==> config.mk <==
export PLATFORM = sky130hd
export DESIGN_NAME = aes_block_serializer_flat
export DESIGN_NICKNAME = d
export VERILOG_FILES = /design/src/rtl/taxi_axis_if.sv /design/src/rtl/aes_block_serializer.sv /design/src/flat_wrapper.sv
export SDC_FILE = /design/constraint.sdc
export NUM_CORES = 1
export LEC_CHECK = 0
export ABC_AREA = 1
export CAP_MARGIN = 15
export CORE_UTILIZATION = 54
export DETAILED_ROUTE_END_ITERATION = 6
export PLACE_DENSITY = 0.87
export SLEW_MARGIN = 20
export SYNTH_ARGS = -nofsm -noshare
export SYNTH_HDL_FRONTEND = slang
export SYNTH_SLANG_ARGS = --single-unit
==> constraint.sdc <==
create_clock -name Clk -period 8.7 [get_ports Clk]
set_clock_uncertainty 0.1 [all_clocks]
set_input_delay 0.87 -clock Clk [delete_from_list [all_inputs] [get_ports Clk]]
set_output_delay 0.87 -clock Clk [all_outputs]
set_load 0.01 [all_outputs]
==> src/rtl/taxi_axis_if.sv <==
// AXI-Stream bundle shared by the AES pipeline stages.
//   src : driven by the producer (tdata/tkeep/tstrb/tvalid/tlast/tid/tdest/tuser), receives tready
//   snk : driven by the consumer (tready), receives everything else
interface taxi_axis_if #(
  parameter int DATA_W = 8,
  parameter int KEEP_W = (DATA_W + 7) / 8,
  parameter int ID_W   = 8,
  parameter int DEST_W = 8,
  parameter int USER_W = 1
) ();
  logic [DATA_W-1:0] tdata;
  logic [KEEP_W-1:0] tkeep;
  logic [KEEP_W-1:0] tstrb;
  logic              tvalid;
  logic              tready;
  logic              tlast;
  logic [ID_W-1:0]   tid;
  logic [DEST_W-1:0] tdest;
  logic [USER_W-1:0] tuser;

  modport src (output tdata, tkeep, tstrb, tvalid, tlast, tid, tdest, tuser, input tready);
  modport snk (input tdata, tkeep, tstrb, tvalid, tlast, tid, tdest, tuser, output tready);
endinterface

==> src/rtl/aes_block_serializer.sv <==
// Serialises 128-bit plaintext blocks from the AES inverse cipher into a byte
// stream, most significant byte first, through a small block FIFO. Blocks
// flagged as the last of a message can have PKCS#7 padding stripped.
//   Clk, Rst  : clock, synchronous active-high reset
//   En        : enable; low clears the block exactly like Rst
//   PadStrip  : strip padding from blocks with tuser[0]=1 (sampled at accept)
//   PadErr    : one-cycle pulse after accepting a strip-eligible block with bad padding
//   s_axis    : 128-bit block sink (tuser[0] = last block of message)
//   m_axis    : 8-bit byte source toward the UART path
module aes_block_serializer #(
  parameter int DEPTH = 2
) (
  input  logic        Clk,
  input  logic        Rst,
  input  logic        En,
  input  logic        PadStrip,
  output logic        PadErr,
  taxi_axis_if.snk    s_axis,
  taxi_axis_if.src    m_axis
);
  localparam int AW = $clog2(DEPTH);
  localparam int CW = AW + 1;

  logic [127:0]  memData [DEPTH];
  logic [4:0]    memCnt  [DEPTH];
  logic [AW-1:0] wrPtr, rdPtr;
  logic [CW-1:0] count;
  logic [3:0]    bytePtr;
  logic          padErrQ;

  logic          clear, full, empty, sReady, push, pop;
  logic          outValid, outLast, mHs;
  logic [127:0]  headData;
  logic [4:0]    headCnt;
  logic [7:0]    headByte;
  logic [7:0]    padVal;
  logic          padOk;
  logic [4:0]    inCnt;
  logic          inBad;

  assign clear = Rst || !En;
  assign full  = (count == CW'(DEPTH));
  assign empty = (count == '0);

  // Readiness looks only at registered occupancy, so a full FIFO refuses a
  // block even in a cycle that pops.
  assign sReady        = !clear && !full;
  assign s_axis.tready = sReady;
  assign push          = s_axis.tvalid && sReady;

  // Valid byte count for the incoming block.
  always_comb begin
    // NOTE: every always_comb output gets a default first so no path leaves it unassigned and infers a latch.
    inCnt  = 5'd16;
    inBad  = 1'b0;
    padVal = s_axis.tdata[7:0];
    padOk  = (padVal >= 8'd1) && (padVal <= 8'd16);
    if (PadStrip && s_axis.tuser[0]) begin
      for (int k = 0; k < 16; k++) begin
        if (padOk && (k >= 16 - int'(padVal)) && (s_axis.tdata[127-8*k -: 8] != padVal))
          padOk = 1'b0;
      end
      if (padOk) inCnt = 5'd16 - padVal[4:0];
      else       inBad = 1'b1;
    end
  end

  assign headData = memData[rdPtr];
  assign headCnt  = memCnt[rdPtr];
  // Byte k sits at bits 127-8k; shifting right by 8*(15-k) brings it to [7:0].
  assign headByte = 8'(headData >> {~bytePtr, 3'b000});

  assign outValid = !clear && !empty && (headCnt != 5'd0);
  assign outLast  = ({1'b0, bytePtr} == headCnt - 5'd1);
  assign mHs      = outValid && m_axis.tready;
  // A zero-count (all padding) head entry is dropped without emitting anything.
  assign pop      = (mHs && outLast) || (!clear && !empty && (headCnt == 5'd0));

  assign m_axis.tvalid = outValid;
  assign m_axis.tdata  = outValid ? headByte : 8'h00;
  assign m_axis.tlast  = outValid && outLast;
  assign m_axis.tkeep  = '1;
  assign m_axis.tstrb  = '1;
  assign m_axis.tid    = '0;
  assign m_axis.tdest  = '0;
  assign m_axis.tuser  = '0;
  assign PadErr        = padErrQ;

  logic unusedSink;
  assign unusedSink = ^{s_axis.tkeep, s_axis.tstrb, s_axis.tlast, s_axis.tid, s_axis.tdest, 1'b0};

  // NOTE: storage is not reset; the pointers and count say which entries are live, so flushing them is enough.
  always_ff @(posedge Clk) begin
    if (push) begin
      memData[wrPtr] <= s_axis.tdata;
      memCnt[wrPtr]  <= inCnt;
    end
  end

  // NOTE: sequential state uses non-blocking assignments so every register samples pre-edge values.
  always_ff @(posedge Clk) begin
    if (clear) begin
      wrPtr   <= '0;
      rdPtr   <= '0;
      count   <= '0;
      bytePtr <= '0;
      padErrQ <= 1'b0;
    end else begin
      if (push) wrPtr <= wrPtr + 1'b1;
      if (pop)  rdPtr <= rdPtr + 1'b1;
      if (mHs)  bytePtr <= outLast ? 4'd0 : bytePtr + 4'd1;
      case ({push, pop})
        2'b10:   count <= count + 1'b1;
        2'b01:   count <= count - 1'b1;
        default: count <= count;
      endcase
      padErrQ <= push && inBad;
    end
  end
endmodule

==> src/flat_wrapper.sv <==
// flat-port wrapper written by rule: the top's interface ports become plain ports
module aes_block_serializer_flat 
#(
  parameter int DEPTH = 2
)
  (Clk, Rst, En, PadStrip, PadErr, s_axis_tdata, s_axis_tkeep, s_axis_tstrb, s_axis_tvalid, s_axis_tlast, s_axis_tid, s_axis_tdest, s_axis_tuser, s_axis_tready, m_axis_tdata, m_axis_tkeep, m_axis_tstrb, m_axis_tvalid, m_axis_tlast, m_axis_tid, m_axis_tdest, m_axis_tuser, m_axis_tready);
  taxi_axis_if #(.DATA_W(128)) s_axis_i ();
  taxi_axis_if #(.DATA_W(8)) m_axis_i ();
  input  logic Clk;
  input  logic Rst;
  input  logic En;
  input  logic PadStrip;
  output logic PadErr;
  input wire logic [$bits(s_axis_i.tdata)-1:0] s_axis_tdata;
  input wire logic [$bits(s_axis_i.tkeep)-1:0] s_axis_tkeep;
  input wire logic [$bits(s_axis_i.tstrb)-1:0] s_axis_tstrb;
  input wire logic [$bits(s_axis_i.tvalid)-1:0] s_axis_tvalid;
  input wire logic [$bits(s_axis_i.tlast)-1:0] s_axis_tlast;
  input wire logic [$bits(s_axis_i.tid)-1:0] s_axis_tid;
  input wire logic [$bits(s_axis_i.tdest)-1:0] s_axis_tdest;
  input wire logic [$bits(s_axis_i.tuser)-1:0] s_axis_tuser;
  output wire logic [$bits(s_axis_i.tready)-1:0] s_axis_tready;
  output wire logic [$bits(m_axis_i.tdata)-1:0] m_axis_tdata;
  output wire logic [$bits(m_axis_i.tkeep)-1:0] m_axis_tkeep;
  output wire logic [$bits(m_axis_i.tstrb)-1:0] m_axis_tstrb;
  output wire logic [$bits(m_axis_i.tvalid)-1:0] m_axis_tvalid;
  output wire logic [$bits(m_axis_i.tlast)-1:0] m_axis_tlast;
  output wire logic [$bits(m_axis_i.tid)-1:0] m_axis_tid;
  output wire logic [$bits(m_axis_i.tdest)-1:0] m_axis_tdest;
  output wire logic [$bits(m_axis_i.tuser)-1:0] m_axis_tuser;
  input wire logic [$bits(m_axis_i.tready)-1:0] m_axis_tready;
  assign s_axis_i.tdata = s_axis_tdata;
  assign s_axis_i.tkeep = s_axis_tkeep;
  assign s_axis_i.tstrb = s_axis_tstrb;
  assign s_axis_i.tvalid = s_axis_tvalid;
  assign s_axis_i.tlast = s_axis_tlast;
  assign s_axis_i.tid = s_axis_tid;
  assign s_axis_i.tdest = s_axis_tdest;
  assign s_axis_i.tuser = s_axis_tuser;
  assign s_axis_tready = s_axis_i.tready;
  assign m_axis_tdata = m_axis_i.tdata;
  assign m_axis_tkeep = m_axis_i.tkeep;
  assign m_axis_tstrb = m_axis_i.tstrb;
  assign m_axis_tvalid = m_axis_i.tvalid;
  assign m_axis_tlast = m_axis_i.tlast;
  assign m_axis_tid = m_axis_i.tid;
  assign m_axis_tdest = m_axis_i.tdest;
  assign m_axis_tuser = m_axis_i.tuser;
  assign m_axis_i.tready = m_axis_tready;
  aes_block_serializer #(.DEPTH(DEPTH)) u_core (.Clk(Clk), .Rst(Rst), .En(En), .PadStrip(PadStrip), .PadErr(PadErr), .s_axis(s_axis_i), .m_axis(m_axis_i));
endmodule
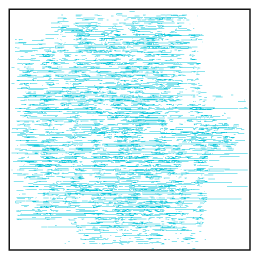
(run_1/met1.png)
Drawn at 1.5 px/um.
share of all routed wire: 37%
wire length on this layer: 13300 um
main direction: horizontal
Routed WL: 36420 um
met1 Use GR: 37.67%

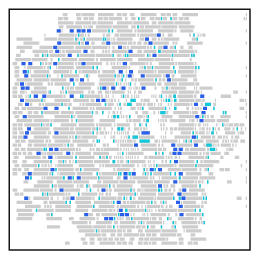
(run_1/gate_families.png)
Drawn at 1.5 px/um.
[cyan] NOR gates | cells: 199 | where: all over the die
[blue] XOR/XNOR gates | cells: 106 | where: all over the die
fin cells: 1690
Commonest Layout Cell: edfxtp_1
logic share of the area: 28.94%

==> results_dict.tcl, run 1 <==
# implementation run metrics
set metrics [dict create \
    die_h_um 159.5 \
    grt_start_max_net_pins 70 \
    cts_max_level 1 \
    worstSetupPathType "register to output pin" \
    layout-drive-gt1-share_pct 8.272 \
    clk_pin_slew_ns 0.06 \
    synth-edff-count 266 \
    hpwl_um 23440 \
    clockBufferDepth 3 \
    routed.top_layer "met4" \
    grt.busiest_layer "met2" \
    finalCritPeriodShare_pct 59.85 \
    cellPowerDensity_nw_per_um2 182.2 \
    clock-sinks 276 \
    cp_common_cell "o21ai_0" \
    largest_register_ffs 256 \
    final-setup-viol-count 0 \
    required_ns 7.73 \
    synthTopCellsByCount "edfxtp_1 (266), nor2_1 (173), nand2_1 (154)" \
    cp_cell_sequence "buf_4 > o21ai_0 > o22ai_1 > o21ai_0 > o21ai_0 > o21ai_0 > a31oi_1 > clkdlybuf4s50_1" \
    wl_met1_um 13310 \
    use_met2_pct 47.28 \
    viasPerCell 6.014 \
    drc 0 \
    grt_pass1_vias 9969 \
    portBuffers 146 \
    yosys.cell_count.top_type "edfxtp_1" \
    finalCriticalPeriod_ns 5.207 \
    finish.utilization_pct 65.22 \
    reg2reg_depth 14 \
    slew_headroom_pct 32.81 \
    synthCells 1221 \
    yosys.area_share.aoi_pct 11.41 \
    cts_hold_buf 0 \
    cts_made_buffers 28 \
    worstMarginPinSlew_ns 1.005 \
    placed_area_sq_um 14980 \
    regMostFlops "u_core.memData" \
    fmax_mhz 192.1 \
    ys_top_logic_family "simple AND/OR/NAND/NOR gates" \
    xor_area_share_pct 6.987 \
    power_leakage_nw 5.442 \
    fin_area_sq_um 15860 \
    fin_ws_ns 3.493 \
    cts_root_buf "clkbuf_16" \
    post_drt_wl_per_cell_um 21.55 \
    ys_sh_simple_pct 14.39 \
    finalPower_w 0.002890 \
    ys_cells 1221 \
    dp_cells 1640 \
    rsz0062_at_grt "false" \
    hold_ws_ns 0.4069 \
    yosysTopAreaCell "edfxtp_1" \
    drt_iter0_markers 1263 \
    final_net_count 1539 \
    max_cap_violations 0 \
    r2r_end "u_core.count[1]$_SDFFE_PP0P_" \
    grt_pass1_wl_um 55550 \
    cts_tree "done" \
    top_area_share_pct 59.64 \
    dp_slack_ns 4.231 \
    async_flop_share_pct 0 \
    crit_path_end "m_axis_tdata[3]" \
    r2r_slack_ns 5.05 \
    hold_viol 0 \
    synth_area_sq_um 13390 \
    wl_met3_um 4023 \
    worstPathMaxFanout 68 \
    top_regs "u_core.memData x256, u_core.memCnt x10, u_core.bytePtr x4" \
    diodes 0 \
    vdd_ir_drop_max_v 0.0001384 \
    slew_violations 0 \
    arrival_ns 4.24 \
    ant_nets 0 \
    yosys_area_sq_um 13390 \
    cp_slowest_cell "dfxtp_4" \
    warning_count 80 \
    slowest_delay_ns 0.81 \
    die-width_um 159.5 \
    ys_ff 276 \
    hold_depth 2 \
    synth.cellmix.adderShare_pct 0.8407 \
    worstHoldStart "u_core.rdPtr$_SDFFE_PP0N_" \
    synth_warnings 0 \
    avgSynthCellArea_sq_um 10.97 \
    finalSetupTns_ns 0 \
    postCtsSetupBuffers 0 \
    overflow 0 \
    use_met3_pct 4.324 \
    synth_top_flop_cell "edfxtp_1" \
    core_sq_um 24320 \
    fp-utilization_pct 55.08 \
    worstSkewPairLatency_ns 0.53 \
    gp_congestion 0.9151 \
    io_pins 215 \
    area_growth_pct 18.41 \
    rows 57 \
    mux_area_share_pct 0 \
    synth_seq_share_pct 61.13 \
    wl_met2_um 17830 \
    dieArea_sq_um 25440 \
    lay_top_cells "edfxtp_1 (266), nor2_1 (171), nand2_1 (154), o21ai_0 (149), clkdlybuf4s50_1 (146)" \
    dr.pass1.iters 5 \
    dr_total_vias 10160 \
    end_kind "output pin" \
    synth_cell_types 44 \
    holdPathEnd "u_core.rdPtr$_SDFFE_PP0N_" \
    hold_class "register to register" \
    synthTopCellsByArea "edfxtp_1 (60%), o21ai_0 (5.6%), nor2_1 (4.8%), xnor2_1 (4.6%), nand2_1 (4.3%)" \
    grt_use_total_pct 28.46 \
    status "completed" \
    cp-start-kind "register" \
    antenna_found_initial 0 \
    cts.repair.resized 0 \
]
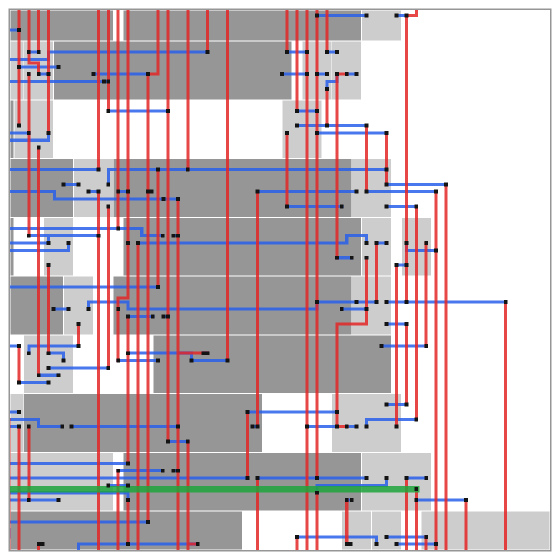
(run_1/zoom.png)
Window x 107 to 132, y 107 to 132 um. Cells in grey, sequential cells in the stronger grey; small squares are vias.
[red] met2
[blue] met1
[green] met3
netlist names of flops here include: u_core.memData (7), u_core.memCnt (2)
sequential cells in the window: 9
most frequent: edfxtp_1 (9), nor2_1 (7), o21ai_0 (6)
cells with their middle in the window: 29

-- run 1: where the power goes --
group / internal (W) / leakage, nW / switching [W]
clock: 0.000663 / 0.423 / 0.000495
sequential: 0.00148 / 2.50 / 0.00000533
combinational: 0.000107 / 2.51 / 0.000140
total: 0.00225 / 5.44 / 0.000640
-- run 1: area by class of cell --
type / instances / area [sq um]
Clock buffer: 32 / 737.0
Clock inverter: 18 / 142.6
Fill cell: 1737 / 8459
Inverter: 48 / 181.4
Multi-Input combinational cell: 826 / 4589
Sequential cell: 276 / 8193
Tap cell: 324 / 405.4
Timing Repair Buffer: 166 / 1612
-- run 1: critical path, delay by kind of cell, from the launching register on --
kind / cells / cell delay [ns]
buffers and inverters: 2 / 1.26
flip-flops: 1 / 0.81
AND-OR/OR-AND: 6 / 1.54
==> run_1/final_congestion.png <==
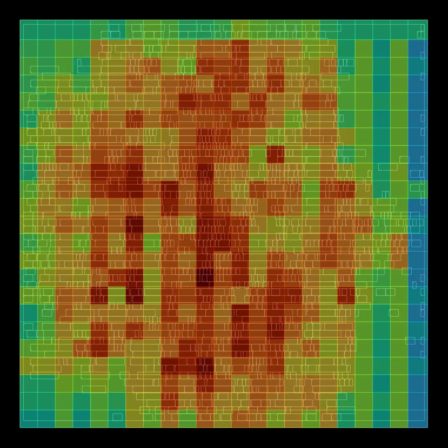

==> run 1 -> run 2 <==
- clock period: 8.7 -> 5 ns (I/O delays scaled with it)
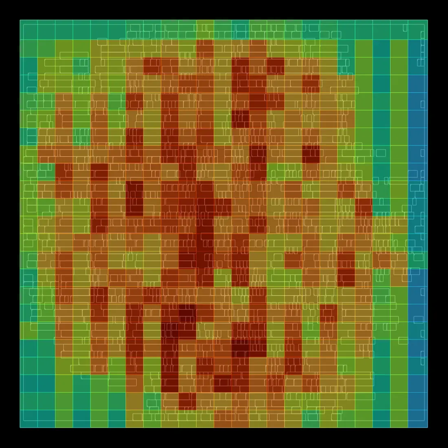
(run_2/final_congestion.png)
met2 usage: 47.14%
Util after Layout: 65.43%

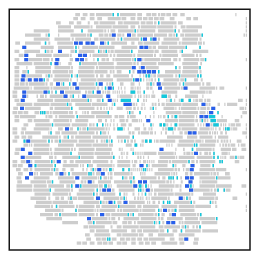
(run_2/gate_families.png)
Drawn at 1.5 px/um.
[cyan] NOR gates | cells: 199 | where: all over the die
[blue] XOR/XNOR gates | cells: 106 | where: all over the die
logic share of the area: 28.84%
fin cells: 1697

==> results_dict.tcl, run 2 <==
# implementation run metrics
set metrics [dict create \
    finalSetupTns_ns 0 \
    fp-utilization_pct 55.08 \
    synth.cellmix.adderShare_pct 0.8407 \
    synth_top_flop_cell "edfxtp_1" \
    finalCriticalPeriod_ns 4.269 \
    dp_slack_ns 1.309 \
    cp_cell_sequence "buf_4 > o21ai_0 > o221ai_1 > nand3_1 > o21ai_0 > o21ai_0 > a31oi_1 > clkdlybuf4s50_1" \
    wl_met1_um 13720 \
    grt_use_total_pct 28.42 \
    ys_cells 1221 \
    layout_top_cell "edfxtp_1" \
    placed_area_sq_um 15110 \
    post_drt_wl_per_cell_um 21.46 \
    drc 0 \
    p_int_w 0.003832 \
    core_sq_um 24320 \
    synth_seq_share_pct 61.13 \
    diodes 0 \
    top_regs "u_core.memData x256, u_core.memCnt x10, u_core.bytePtr x4" \
    yosys.area_share.aoi_pct 11.41 \
    regMostFlops "u_core.memData" \
    worstMarginPinSlew_ns 1.044 \
    p_sw_share_pct 21.76 \
    p_seq_w 0.00258 \
    grt_pass1_wl_um 55150 \
    final_net_count 1548 \
    cts_made_buffers 26 \
    power.group.top "sequential cells" \
    slowest_delay_ns 0.61 \
    cellPowerDensity_nw_per_um2 307.8 \
    p_comb_w 0.000432 \
    slew_violations 0 \
    cts_tree "done" \
    cp_top_family "AND-OR/OR-AND gates" \
    postCtsSetupBuffers 0 \
    clockBufferDepth 3 \
    grtUsageMet1_pct 36.86 \
    grt.busiest_layer "met2" \
    vdd_ir_drop_max_v 0.0002517 \
    yosys.cell_count.top_type "edfxtp_1" \
    p_clk_w 0.00188 \
    fmax_mhz 234.2 \
    ys_ff 276 \
    cts_root_buf "clkbuf_16" \
    antenna_found_initial 0 \
    finalPower_w 0.004898 \
    synthTopCellsByArea "edfxtp_1 (60%), o21ai_0 (5.6%), nor2_1 (4.8%), xnor2_1 (4.6%), nand2_1 (4.3%)" \
    hpwl_um 24510 \
    cts.repair.resized 0 \
    cts_max_level 1 \
    xor_area_share_pct 6.987 \
    combPwrFrac_pct 8.8 \
    lay_top_cells "edfxtp_1 (266), nor2_1 (171), nand2_1 (154), o21ai_0 (149), clkdlybuf4s50_1 (146)" \
    clock-sinks 276 \
    cp_common_cell "o21ai_0" \
    final-setup-viol-count 0 \
    area_growth_pct 18.80 \
    seqPwrFrac_pct 52.7 \
    routed.top_layer "met4" \
    dp_cells 1651 \
    worstHoldStart "u_core.count[1]$_SDFFE_PP0P_" \
    grt_pass1_vias 9836 \
    avgSynthCellArea_sq_um 10.97 \
    wl_met2_um 17540 \
    use_met3_pct 5.132 \
    dieArea_sq_um 25440 \
    ys_top_logic_family "simple AND/OR/NAND/NOR gates" \
    worstPathMaxFanout 49 \
    arrival_ns 3.67 \
    status "completed" \
    gp_congestion 0.9020 \
    hold_class "register to register" \
    die_h_um 159.5 \
    synth-edff-count 266 \
    required_ns 4.40 \
    hold_ws_ns 0.3984 \
    yosysTopAreaCell "edfxtp_1" \
    finalCritPeriodShare_pct 85.38 \
    cp-start-kind "register" \
    synthTopCellsByCount "edfxtp_1 (266), nor2_1 (173), nand2_1 (154)" \
    wl_met3_um 3667 \
    mux_area_share_pct 0 \
    ys_sh_simple_pct 14.39 \
    worstSetupPathType "register to output pin" \
    portBuffers 146 \
    layout-drive-gt1-share_pct 8.449 \
    dr_total_vias 10210 \
    clk_pin_slew_ns 0.06 \
    cp_slowest_cell "dfxtp_4" \
    slew_headroom_pct 30.20 \
    synth_cell_types 44 \
    fin_area_sq_um 15910 \
    synth_area_sq_um 13390 \
    power_leakage_nw 5.475 \
    fillers 1779 \
    rsz0062_at_grt "false" \
    worstSkewPairLatency_ns 0.54 \
    overflow 0 \
    io_pins 215 \
    p_switching_w 0.001066 \
    end_kind "output pin" \
    max_cap_violations 0 \
    ant_nets 0 \
    hold_viol 0 \
    async_flop_share_pct 0 \
    viasPerCell 6.018 \
    drt_iter0_markers 1195 \
    rows 57 \
    drt_wl_total_um 36410 \
    synthCells 1221 \
    synth_warnings 0 \
    cts_hold_buf 0 \
    die-width_um 159.5 \
    fin_ws_ns 0.7309 \
    power.share.clock_pct 38.4 \
    warning_count 81 \
    top_area_share_pct 59.64 \
    dr.pass1.iters 5 \
    yosys_area_sq_um 13390 \
    largest_register_ffs 256 \
    cp_num_buf_inv 2 \
    grt_start_max_net_pins 86 \
]
==> run 2: worst paths after layout <==
path,end,slack [ns],cells after the start
setup / recovery,m_axis_tdata[3],0.73,8
hold / removal,u_core.count[1]$_SDFFE_PP0P_,0.40,2
setup reg to reg,u_core.count[1]$_SDFFE_PP0P_,1.67,13
hold reg to reg,u_core.count[1]$_SDFFE_PP0P_,0.40,2
==> run 2: layout make-up <==
| cell class | instances | area (sq um) | area share [%] |
|---|---|---|---|
| well taps | 324 | 405.4 | 2.548 |
| clock buffers | 39 | 740.7 | 4.655 |
| inverters | 48 | 181.4 | 1.140 |
| repair buffers | 177 | 1744 | 10.96 |
| clock inverters | 7 | 58.81 | 0.3696 |
| multi-input cells | 826 | 4589 | 28.84 |
| flip-flops and latches | 276 | 8193 | 51.49 |
==> run 2 -> run 3 <==
- CAP_MARGIN: 15 -> 20
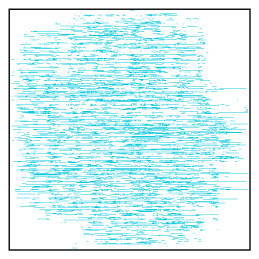
(run_3/met1.png)
Drawn at 1.5 px/um.
wire length on this layer: 13700 um
share of all routed wire: 38%
Routed WL: 36410 um
vias post-DR: 10210

==> results_dict.tcl, run 3 <==
# implementation run metrics
set metrics [dict create \
    synthTopCellsByArea "edfxtp_1 (60%), o21ai_0 (5.6%), nor2_1 (4.8%), xnor2_1 (4.6%), nand2_1 (4.3%)" \
    cts_root_buf "clkbuf_16" \
    xor_area_share_pct 6.987 \
    worstHoldStart "u_core.count[1]$_SDFFE_PP0P_" \
    synthTopCellsByCount "edfxtp_1 (266), nor2_1 (173), nand2_1 (154)" \
    grtUsageMet1_pct 36.86 \
    synthCells 1221 \
    regMostFlops "u_core.memData" \
    warning_count 81 \
    fp-utilization_pct 55.08 \
    max_cap_violations 0 \
    slew_headroom_pct 30.20 \
    synth_cell_types 44 \
    ys_top_logic_family "simple AND/OR/NAND/NOR gates" \
    layout-drive-gt1-share_pct 8.449 \
    worstSetupPathDepth 8 \
    largest_register_ffs 256 \
    die_h_um 159.5 \
    grt_use_total_pct 28.42 \
    top_area_share_pct 59.64 \
    synth.cellmix.adderShare_pct 0.8407 \
    end_kind "output pin" \
    final_net_count 1548 \
    holdPathEnd "u_core.count[1]$_SDFFE_PP0P_" \
    reg2reg_depth 13 \
    wl_met1_um 13720 \
    cts_hold_buf 0 \
    io_pins 215 \
    yosysTopAreaCell "edfxtp_1" \
    status "completed" \
    grt_pass1_wl_um 55150 \
    overflow 0 \
    grt_pass1_vias 9836 \
    layout_top_cell "edfxtp_1" \
    use_met3_pct 5.132 \
    async_flop_share_pct 0 \
    hold_class "register to register" \
    antenna_found_initial 0 \
    cp_num_buf_inv 2 \
    clock-sinks 276 \
    arrival_ns 3.67 \
    avgSynthCellArea_sq_um 10.97 \
    ys_ff 276 \
    yosys_area_sq_um 13390 \
    cp_common_cell "o21ai_0" \
    post_drt_wl_per_cell_um 21.46 \
    power_leakage_nw 5.475 \
    drc 0 \
    vdd_ir_drop_max_v 0.0002517 \
    grt.busiest_layer "met2" \
    yosys.cell_count.top_type "edfxtp_1" \
    synth_warnings 0 \
    ys_sh_simple_pct 14.39 \
    synth-edff-count 266 \
    cp_slowest_cell "dfxtp_4" \
    cp-start-kind "register" \
    slowest_delay_ns 0.61 \
    hold_viol 0 \
    gp_congestion 0.9020 \
    routed.top_layer "met4" \
    top_regs "u_core.memData x256, u_core.memCnt x10, u_core.bytePtr x4" \
    fin_ws_ns 0.7309 \
    wl_met2_um 17540 \
    finalCritPeriodShare_pct 85.38 \
    r2r_slack_ns 1.67 \
    hpwl_um 24510 \
    grt_start_max_net_pins 86 \
    finalPower_w 0.004898 \
    rows 57 \
    fin_area_sq_um 15910 \
    synth_area_sq_um 13390 \
    r2r_end "u_core.count[1]$_SDFFE_PP0P_" \
    fmax_mhz 234.2 \
    ant_nets 0 \
    dr.pass1.iters 5 \
    core_sq_um 24320 \
    synth_seq_share_pct 61.13 \
    worstPathMaxFanout 49 \
    area_growth_pct 18.80 \
    crit_path_end "m_axis_tdata[3]" \
    clk_pin_slew_ns 0.06 \
    slew_violations 0 \
    viasPerCell 6.018 \
    cellPowerDensity_nw_per_um2 307.8 \
    finalCriticalPeriod_ns 4.269 \
    placed_area_sq_um 15110 \
    use_met2_pct 47.14 \
    wl_met3_um 3667 \
    ys_cells 1221 \
    cts_max_level 1 \
    rsz0062_at_grt "false" \
    worstMarginPinSlew_ns 1.044 \
    clockBufferDepth 3 \
    cp_cell_sequence "buf_4 > o21ai_0 > o221ai_1 > nand3_1 > o21ai_0 > o21ai_0 > a31oi_1 > clkdlybuf4s50_1" \
    final-setup-viol-count 0 \
    dieArea_sq_um 25440 \
    worstSetupPathType "register to output pin" \
    hold_depth 2 \
    dp_slack_ns 1.309 \
    yosys.area_share.aoi_pct 11.41 \
    required_ns 4.40 \
    die-width_um 159.5 \
    cts_made_buffers 26 \
    drt_iter0_markers 1195 \
    synth_top_flop_cell "edfxtp_1" \
    portBuffers 146 \
    mux_area_share_pct 0 \
    lay_top_cells "edfxtp_1 (266), nor2_1 (171), nand2_1 (154), o21ai_0 (149), clkdlybuf4s50_1 (146)" \
    worstSkewPairLatency_ns 0.54 \
    postCtsSetupBuffers 0 \
    cts.repair.resized 0 \
    cp_top_family "AND-OR/OR-AND gates" \
    diodes 0 \
    cts_tree "done" \
]
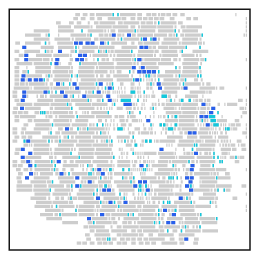
(run_3/gate_families.png)
Drawn at 1.5 px/um.
[cyan] NOR gates | cells: 199 | where: all over the die
[blue] XOR/XNOR gates | cells: 106 | where: all over the die

-- run 3: final cells by class --
class	count	area, sq um
flip-flops and latches	276	8193
clock inverters	7	58.81
inverters	48	181.4
clock buffers	39	740.7
fillers	1779	8407
repair buffers	177	1744
well taps	324	405.4
multi-input cells	826	4589
-- run 3: report_power, final --
group          internal [W]  switching, W
Sequential          0.00257    0.00000932
Clock               0.00107      0.000814
Combinational      0.000190      0.000242
Total               0.00383       0.00107
-- run 3: metrics by stage --
step                util (%)  hold WS, ns  setup TNS, ns  instances
finish                 65.43       0.3984              0       1697
global route           65.43       0.4292              0       1697
CTS                    65.43       0.3972              0       1697
detailed placement     62.14       0.3884              0       1651
global placement       62.14       0.3705              0       1651
floorplan                  -       0.3588         -89.07       1238
No activity file was given, so power comes from the tool's default toggle rates.
